`src/rtl/spu_operand_fetch.sv`:
```
// spu_operand_fetch
// Operand-fetch stage for the SPU datapath. Accepts decoded instructions,
// reads the 2R1W register file, tracks in-flight writebacks in a busy
// scoreboard, stalls on RAW/WAW hazards and hands registered operands to the
// ALU through a one-entry output slot.
// Optional feature: define WB_BYPASS_EN to let an instruction that depends on
// a register being written back in the current cycle issue in that same cycle,
// taking the writeback data directly instead of the (stale) RF data.
module spu_operand_fetch #(
    parameter int DEPTH = 16,
    parameter int ADDR  = 4,
    parameter int WIDTH = 16
) (
    input  logic             clk,
    input  logic             rst,
    input  logic             in_valid,
    output logic             in_ready,
    input  logic [ADDR-1:0]  in_rs1,
    input  logic [ADDR-1:0]  in_rs2,
    input  logic             in_use1,
    input  logic             in_use2,
    input  logic [ADDR-1:0]  in_rd,
    input  logic             in_wb,
    output logic             rf_r1_en,
    output logic [ADDR-1:0]  rf_r1_addr,
    input  logic [WIDTH-1:0] rf_r1_data,
    output logic             rf_r2_en,
    output logic [ADDR-1:0]  rf_r2_addr,
    input  logic [WIDTH-1:0] rf_r2_data,
    output logic             rf_w_en,
    output logic [ADDR-1:0]  rf_w_addr,
    output logic [WIDTH-1:0] rf_w_data,
    input  logic             wb_valid,
    input  logic [ADDR-1:0]  wb_addr,
    input  logic [WIDTH-1:0] wb_data,
    output logic             out_valid,
    input  logic             out_ready,
    output logic [WIDTH-1:0] out_op1,
    output logic [WIDTH-1:0] out_op2,
    output logic [ADDR-1:0]  out_rd,
    output logic             out_wb,
    output logic             wb_err,
    output logic [15:0]      stall_cnt
);

    logic [DEPTH-1:0] busy;
    logic [DEPTH-1:0] wb_clr;
    logic [DEPTH-1:0] busy_eff;
    logic             hazard;
    logic             slot_free;
    logic             accept;
    logic             stall_cycle;
    logic [WIDTH-1:0] op1_src;
    logic [WIDTH-1:0] op2_src;

    // Read ports follow the incoming instruction; the write port passes the
    // ALU writeback straight through to the register file.
    assign rf_r1_en   = in_valid & in_use1;
    assign rf_r1_addr = in_rs1;
    assign rf_r2_en   = in_valid & in_use2;
    assign rf_r2_addr = in_rs2;
    assign rf_w_en    = wb_valid;
    assign rf_w_addr  = wb_addr;
    assign rf_w_data  = wb_data;

    // One-hot mask of the register being written back this cycle, and the busy
    // view used for hazard detection (writebacks in flight hide their bit only
    // when the bypass path can supply the data).
    always_comb begin
        wb_clr = '0;
        if (wb_valid) begin
            wb_clr[wb_addr] = 1'b1;
        end
`ifdef WB_BYPASS_EN
        busy_eff = busy & ~wb_clr;
`else
        busy_eff = busy;
`endif
    end

    // Operand selection: RF data, or the same-cycle writeback data when bypassing.
    always_comb begin
        op1_src = rf_r1_data;
        op2_src = rf_r2_data;
`ifdef WB_BYPASS_EN
        if (wb_valid && (wb_addr == in_rs1)) begin
            op1_src = wb_data;
        end
        if (wb_valid && (wb_addr == in_rs2)) begin
            op2_src = wb_data;
        end
`endif
    end

    assign hazard      = (in_use1 & busy_eff[in_rs1])
                       | (in_use2 & busy_eff[in_rs2])
                       | (in_wb   & busy_eff[in_rd]);
    assign slot_free   = ~out_valid | out_ready;
    assign in_ready    = ~hazard & slot_free;
    assign accept      = in_valid & in_ready;
    assign stall_cycle = in_valid & hazard & slot_free;

    // Output slot: load on accept, drain when the ALU takes it, otherwise hold.
    always_ff @(posedge clk or posedge rst) begin
        if (rst) begin
            out_valid <= 1'b0;
            out_op1   <= '0;
            out_op2   <= '0;
            out_rd    <= '0;
            out_wb    <= 1'b0;
        end else if (accept) begin
            out_valid <= 1'b1;
            out_op1   <= in_use1 ? op1_src : '0;
            out_op2   <= in_use2 ? op2_src : '0;
            out_rd    <= in_rd;
            out_wb    <= in_wb;
        end else if (out_ready) begin
            out_valid <= 1'b0;
        end
    end

    // Scoreboard: writebacks clear their bit, an accepted writer sets its bit,
    // and a set overrides a clear of the same register in the same cycle.
    always_ff @(posedge clk or posedge rst) begin
        if (rst) begin
            busy <= '0;
        end else begin
            busy <= (busy & ~wb_clr) | ((accept && in_wb) ? (DEPTH'(1) << in_rd) : '0);
        end
    end

    // Flag a writeback that targets a register nobody was waiting on.
    always_ff @(posedge clk or posedge rst) begin
        if (rst) begin
            wb_err <= 1'b0;
        end else begin
            wb_err <= wb_valid & ~busy[wb_addr];
        end
    end

    // Count cycles lost purely to hazards, saturating at all-ones.
    always_ff @(posedge clk or posedge rst) begin
        if (rst) begin
            stall_cnt <= '0;
        end else if (stall_cycle && (stall_cnt != 16'hFFFF)) begin
            stall_cnt <= stall_cnt + 16'd1;
        end
    end

endmodule
```
`config.mk`:
```
export PLATFORM = sky130hd
export DESIGN_NAME = spu_operand_fetch
export DESIGN_NICKNAME = d
export VERILOG_FILES = /design/src/rtl/spu_operand_fetch.sv
export SDC_FILE = /design/constraint.sdc
export NUM_CORES = 1
export LEC_CHECK = 0
export ABC_AREA = 1
export CORE_MARGIN = 5
export CORE_UTILIZATION = 49
export CTS_CLUSTER_DIAMETER = 40
export CTS_CLUSTER_SIZE = 14
export DETAILED_ROUTE_END_ITERATION = 7
export HOLD_SLACK_MARGIN = 0.08
export PLACE_DENSITY = 0.86
export SYNTH_ARGS = -nofsm -noshare
export SYNTH_HDL_FRONTEND = slang
export SYNTH_SLANG_ARGS = --single-unit
```
`constraint.sdc`:
```
create_clock -name clk -period 4.55 [get_ports clk]
set_clock_uncertainty 0.1 [all_clocks]
set_input_delay 0.91 -clock clk [delete_from_list [all_inputs] [get_ports clk]]
set_output_delay 0.91 -clock clk [all_outputs]
set_load 0.1 [all_outputs]
```
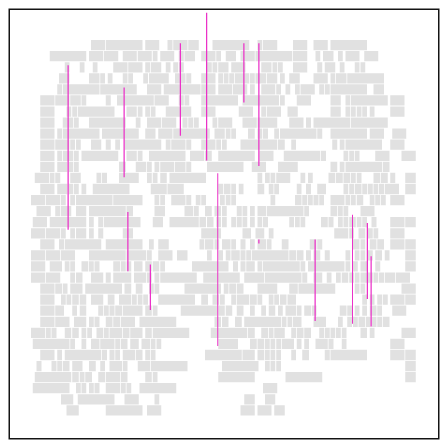
Figure 1: run 1, signal wires on met4.
Cells faint in the background.
The wires run mostly vertical. 11 nets have wire on it. The layer holds 2.4% of the routed length. The layer carries 314 um of wire.

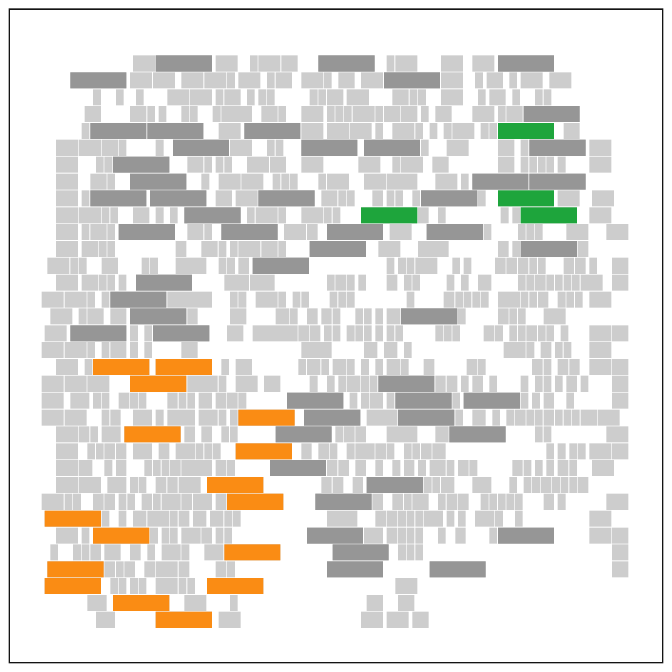
Figure 2: run 1, sequential cells grouped by signal name.
out_rd: drawn in green, flops 4. stall_cnt: drawn in orange, flops 16, where bottom left.
Another 51 sequential cells are not coloured.

==> results.txt, run 1 <==
Implementation results. According to the timing report, the critical path is captured at in_ready. Sum of met2 wire segment lengths after detailed routing landed at 6200 um. Share of synthesized cell area in and, or, nand and nor gates landed at 39.4%. Adder and majority cell fraction of the synthesized area landed at 0.282%.

The synthesis run identifies the leading combinational cell family as simple AND/OR/NAND/NOR gates. Vias after detailed routing landed at 4,451. The critical path's slowest stage uses the library cell clkdlybuf4s50_1.

Entering global routing, the biggest net connects 47 pins. The share of synthesized area in the top cell type comes to 40.0%. Ranked by instance count, the synthesized netlist is headed by nand2_1, dfrtp_1, nand3_1, inv_1, nor2_1. TritonCTS built the clock tree. Length of routed wiring on met1 landed at 5490 um.

In the final design database the tool counted 786 nets. Buffers placed on the I/O ports in this run total 126. Looking at the hold checks, the worst path lands on out_op2[9]$_DFFE_PP0P_. Using the TritonRoute via totals, the vias-per-cell ratio works out to 5.40. Total design power landed at 2.61 mW. The via count of the first global-routing pass is 4,323.

The critical path in this run is classified as in -> out. The timing report lists the critical path depth as 8 cells. The synthesized netlist handed to floorplanning was reported with a cell count of 622.

Met1 track utilization from global routing landed at 30.3%. From the final report, the count of setup violators was given as 0. In the synthesized netlist the dominant register cell turns out to be dfrtp_1.

The global route stage reports its total congestion overflow as 0. In this run the critical register-to-register path is launched from busy[1]$_DFF_PP0_. Vertical die size landed at 105 um. The largest share of the power goes to combinational cells. By instance count after routing, the leading logic cell types are nand2_1, clkdlybuf4s50_1, dfrtp_1.

Net count entering floorplan landed at 695. Die boundary width landed at 105 um. At the floorplan stage, the core utilization is reported as 50.7%. Number of clock sinks landed at 71. Max-cap check violation count landed at 0.

Number of buffer and inverter instances along the worst setup path landed at 3. Number of setup buffers added after CTS landed at 0. The cell type that accounts for the most area after synthesis is dfrtp_1. The iteration count recorded for the first detailed-route pass is 5. For reference, the critical path is launched at in_rd[3]. The analysis reports a worst IR drop on VDD of 0.000485 V. By area the synthesized netlist is led by dfrtp_1, nand2_1, nand3_1, nand3b_1, buf_4. The final timing report lists a hold violation count of 0. Chip area estimate from yosys synthesis landed at 0.00444 mm2. For this design, the CTS-stage hold fixing added 0 buffers. Flip-flop and latch count after synthesis landed at 71.

STA classifies the critical path startpoint as an input pin. Global routing consumed, on the met2 layer, 36.8% of the routing resources. Data on the critical path is required at its endpoint by 3.54 ns.

Of the total power, registers draw 31.9%. The flow ran to the end, and the final reports show no timing, DRC or antenna violations. STA puts the critical path data arrival time at 2.79 ns. Number of placement rows landed at 34. Global-route wire length before repair landed at 21,200 um. In the hold timing report, the worst path depth is 2. Per the detailed-route log, wirelength across all metal layers totals 13,000 um. Clock latency on the worst-skew pair, taken at its later pin, is 0.34 ns.

Per STA, the worst path accumulates the most delay in the family buffers and inverters. Top-level port count landed at 159. Switching share of total power landed at 51.8%.

Number of buffers created by CTS landed at 9. Across all register-to-register paths, the minimum setup slack is 2.12 ns. The initial antenna violation count was 0. Deepest clock path buffer count landed at 2.
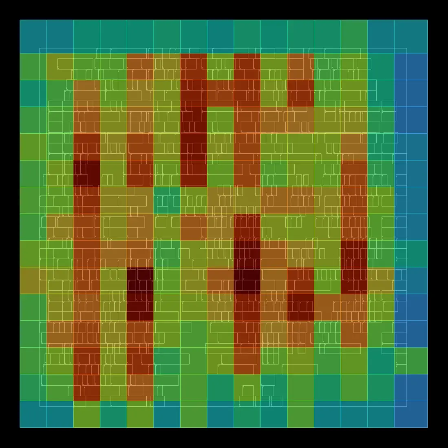
Figure 3: run 1, congestion heat map.
Top Usage Layer GRT: met2
share of the core filled with cells: 64.7%
routed wire length per instance: 15.7 um
global-route track usage on met3: 5.06%

-- run 1: metrics by stage --
stage          util (%)  cell area (um2)  std cells  hold slack (ns)  worst slack (ns)
2_1_floorplan         -             4440        622            0.369             0.387
3_3_place_gp       62.9             5510        810            0.355             0.801
3_5_place_dp       62.9             5510        810            0.358             0.786
4_1_cts            64.7             5670        825            0.377             0.765
5_1_grt            64.7             5670        825            0.390             0.546
6_report           64.7             5670        825            0.375             0.746
-- run 1: final cells by class --
cell class	instances	area, um2	area share [%]
multi-input cells	448	2130	37.5
flip-flops and latches	71	1780	31.3
repair buffers	132	1280	22.5
inverters	51	191	3.37
clock buffers	11	141	2.49
well taps	108	135	2.38
clock inverters	4	22.5	0.397
--- run 2 (diff from run 1) ---
CORE_UTILIZATION = 41   (was 49)
PLACE_DENSITY = 0.77   (was 0.86)
clock period = 3.1 ns   (was 4.55 ns; I/O delays follow)
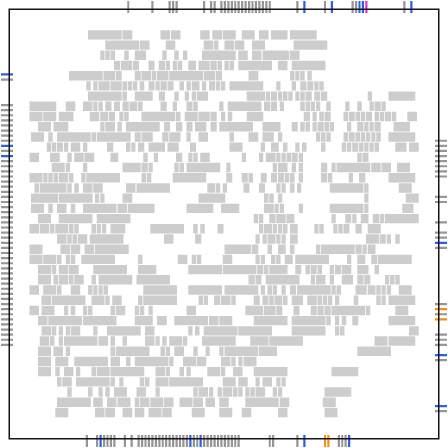
Figure 4: run 2, ports around the boundary.
Pins as bars across the die edge, other pins in grey.
rf_w_data: drawn in blue, pins 16, direction output, edge 5 top, 5 bottom, 3 right, 3 left. wb_addr: drawn in orange, pins 4, direction input, edge 2 bottom, 2 right. clk: drawn in magenta, pins 1, direction input, edge top.
All pins by edge: 50 left, 49 bottom, 34 top, 26 right.

==> results.txt, run 2 <==
Implementation results. The vertical die size is 114 um (+8.4%). Once iteration 0 of detailed routing completed, the report listed 391 DRC markers. The number of search-and-repair iterations in the first detailed-routing pass came to 6 (+1).

Count of endpoints failing hold in the final timing report landed at 0 (unchanged). Global-route wire length before repair landed at 21,400 um (+0.98%). The number of buffers inserted by hold repair at cts was 0 (unchanged). Total cell area at the placement stage landed at 0.00568 mm2 (+3.1%).

The final instance area came to 0.00587 mm2 (+3.5%). Setup TNS after final layout landed at 0 ns. For the worst flop-to-flop path, the logic depth is 9. The number of cells traversed by the worst hold path was 2 (unchanged). The average instance in the mapped netlist occupies 7.14 um2. The worst setup path is of the in -> out kind.

Pre-CTS worst setup slack landed at -0.00818 ns (-0.794 ns). Post-layout net count landed at 796 (+1.3%). Cell count listed in synth_stat.txt landed at 622. Number of placed instances with taps included landed at 852 (+5.2%). Wire length per cell after detailed routing landed at 15.0 um (-4.4%).

Cell internal power was estimated by the tool at 1.88 mW. Area fraction in compound gates landed at 5.27%. Number of warnings printed during yosys synthesis landed at 0. The repair_antennas step left the layout with diodes totalling 0.

The die boundary width came to 114 um (+8.4%). Of the combinational cells, the family taking the most area is simple AND/OR/NAND/NOR gates. Power drawn by the clock network landed at 0.703 mW. Flip-flop and latch count after synthesis landed at 71 (unchanged).

Counting flops with a built-in enable in the synthesized netlist gives 0. Counting only logic cells after layout, the most numerous master is nand2_1. Max-slew check failures listed in the final report amount to 0. The utilization after layout is 54.6% (-10 points).

Sorting the synthesized cells by area gives the leading types as dfrtp_1, nand2_1, nand3_1, nand3b_1, buf_4. Setup repair after global routing left no endpoint under its margin. Length of routed wiring on met1 landed at 5610 um (+2.1%). Met1 track utilization from global routing landed at 25.9% (-4.4 points).

The global-route met2 utilization came to 34.0% (-2.9 points). The register area was 0.00178 mm2 (unchanged). The share of synthesized cell area in and, or, nand and nor gates came to 39.4% (unchanged). For this run, the total global-route usage over all layers was measured as 20.4%. Sum of routed wire length over all layers landed at 13,000 um (+0.55%). Quantity of I/O buffers inserted on ports landed at 126 (unchanged). STA classifies the critical path endpoint as a primary output. Initial antenna violation count landed at 0 (unchanged). Slew at the pin with the worst max-slew slack landed at 0.629 ns. The multi-input logic area is 0.00213 mm2 (+0.35%). Routed length on met3 landed at 920 um.

Mean number of vias per cell landed at 5.05 (-6.4%). Number of cells produced by synthesis landed at 622 (unchanged). In this run the worst setup path begins at in_rs1[1]. The worst setup path is launched from an input pin. In this run, distinct cell masters in the synthesized netlist total 33. Relative to the synthesized area, the layout overhead comes to 32.2%. TritonCTS built the clock tree. The vias after detailed routing came to 4,384 (-1.5%). The largest share of the power goes to combinational cells.

The number of setup buffers added after CTS came to 0 (unchanged). Per the synth stats, the flop cell with the highest instance count is dfrtp_1. Critical path data arrival time landed at 2.26 ns (-0.53 ns). The starting density of the core is 41.3% (-9.3 points). The largest total area in the synthesized netlist belongs to dfrtp_1. In the synthesized netlist, the cells that appear most often are nand2_1, dfrtp_1, nand3_1, inv_1, nor2_1. Number of buffers created by CTS landed at 9 (unchanged). Adder and majority cell fraction of the synthesized area landed at 0.282% (unchanged). Deepest clock path buffer count landed at 2 (unchanged). Slack of the worst reg-to-reg path landed at 0.83 ns (-1.29 ns). Max-cap check violation count landed at 0 (unchanged). Pin count of the biggest net entering global routing landed at 47 (unchanged). The global router reports that the layer with the highest usage is met2.

The final global-route overflow total is 0 (unchanged). Met3 track utilization from global routing landed at 4.12% (-0.93 points). Last weighted congestion value of the routability-driven placer landed at 0.936. STA shows the worst min-delay path finishing at out_op2[12]$_DFFE_PP0P_. Later-pin clock latency in the skew report landed at 0.35 ns (about the same). Remaining max-slew budget at the tightest pin landed at 58.0%. The synthesis stats list as the most numerous cell nand2_1. Final worst-path setup slack landed at 0.116 ns (-0.629 ns).

The share of total power in sequential cells is 31.5% (-0.4 points). The area share of the leading cell type in the synthesized netlist came to 40.0% (unchanged). The most critical setup path has its endpoint at in_ready. Setup-violating endpoint count in the final report landed at 0 (unchanged). The flow ran to the end, and the final reports show no timing, DRC or antenna violations. The chip area estimate from yosys synthesis was 0.00444 mm2 (unchanged).

Number of placement rows landed at 38 (+12%). Share of layout cells above drive strength 1 landed at 16.3%. Endpoint required time on the critical path landed at 2.38 ns (-1.16 ns). Final cell count without fillers landed at 868 (+5.2%). Tool warning count landed at 26. The capture point of the worst register-to-register path is recorded as stall_cnt[7]$_DFFE_PP0P_. Cell area after technology mapping landed at 0.00444 mm2. The total design power is 3.89 mW (+49%).

Net count entering floorplan landed at 695 (unchanged). Combinational logic power landed at 1.96 mW. The script extracted a net switching power of 2.02 mW. After Yosys synthesis, XOR and XNOR cells account for 2.76% of the synthesized area. Maximum vdd ir drop landed at 0.000444 V (-8.5%). Counting the fill cells in the layout gives 1,050.

The number of clock sinks was 71 (unchanged). Sum of met2 wire segment lengths after detailed routing landed at 6180 um (-0.19%). The switching share of total power was 51.8% (about the same). Per the cell usage report, the commonest logic cells after layout are nand2_1, dfrtp_1, buf_4.

The via count of the first global-routing pass was 4,346 (+0.53%). Per the timing report, the most critical flop-to-flop path originates at stall_cnt[0]$_DFFE_PP0P_. In this run the most critical hold path is launched from out_op2[12]$_DFFE_PP0P_. The worst hold margin was 0.379 ns (+0.00386 ns). The core region is 0.0107 mm2. Top-level port count landed at 159 (unchanged).
[run 2: cell counts after synthesis]
Identical to the previous run, type by type.
[run 2: critical path: stages]
cell and delay, ns:
clkdlybuf4s50_1 0.59, inv_1 0.13, nand3_1 0.10, nand2_1 0.06
nand2_1 0.06, nand3b_1 0.09, nand3_1 0.14, nand3_2 0.16
nor2_4 0.14, buf_12 0.18
[run 2: cell type report]
type                       instances  share of cell area, %
inverter                          51                   3.26
sequential                        71                   30.3
clock buffer                      12                   2.64
tap                              140                   2.98
timing repair buffer             142                   24.0
multi-input combinational        448                   36.4
clock inverter                     4                  0.490
[run 2: what timing repair did]
action	CTS	global route
endpoints found under the setup margin	1	1
gates cloned	0	0
endpoints found under the hold margin	0	0
gates resized	2	3
Power is estimated from default activity; no workload was simulated.
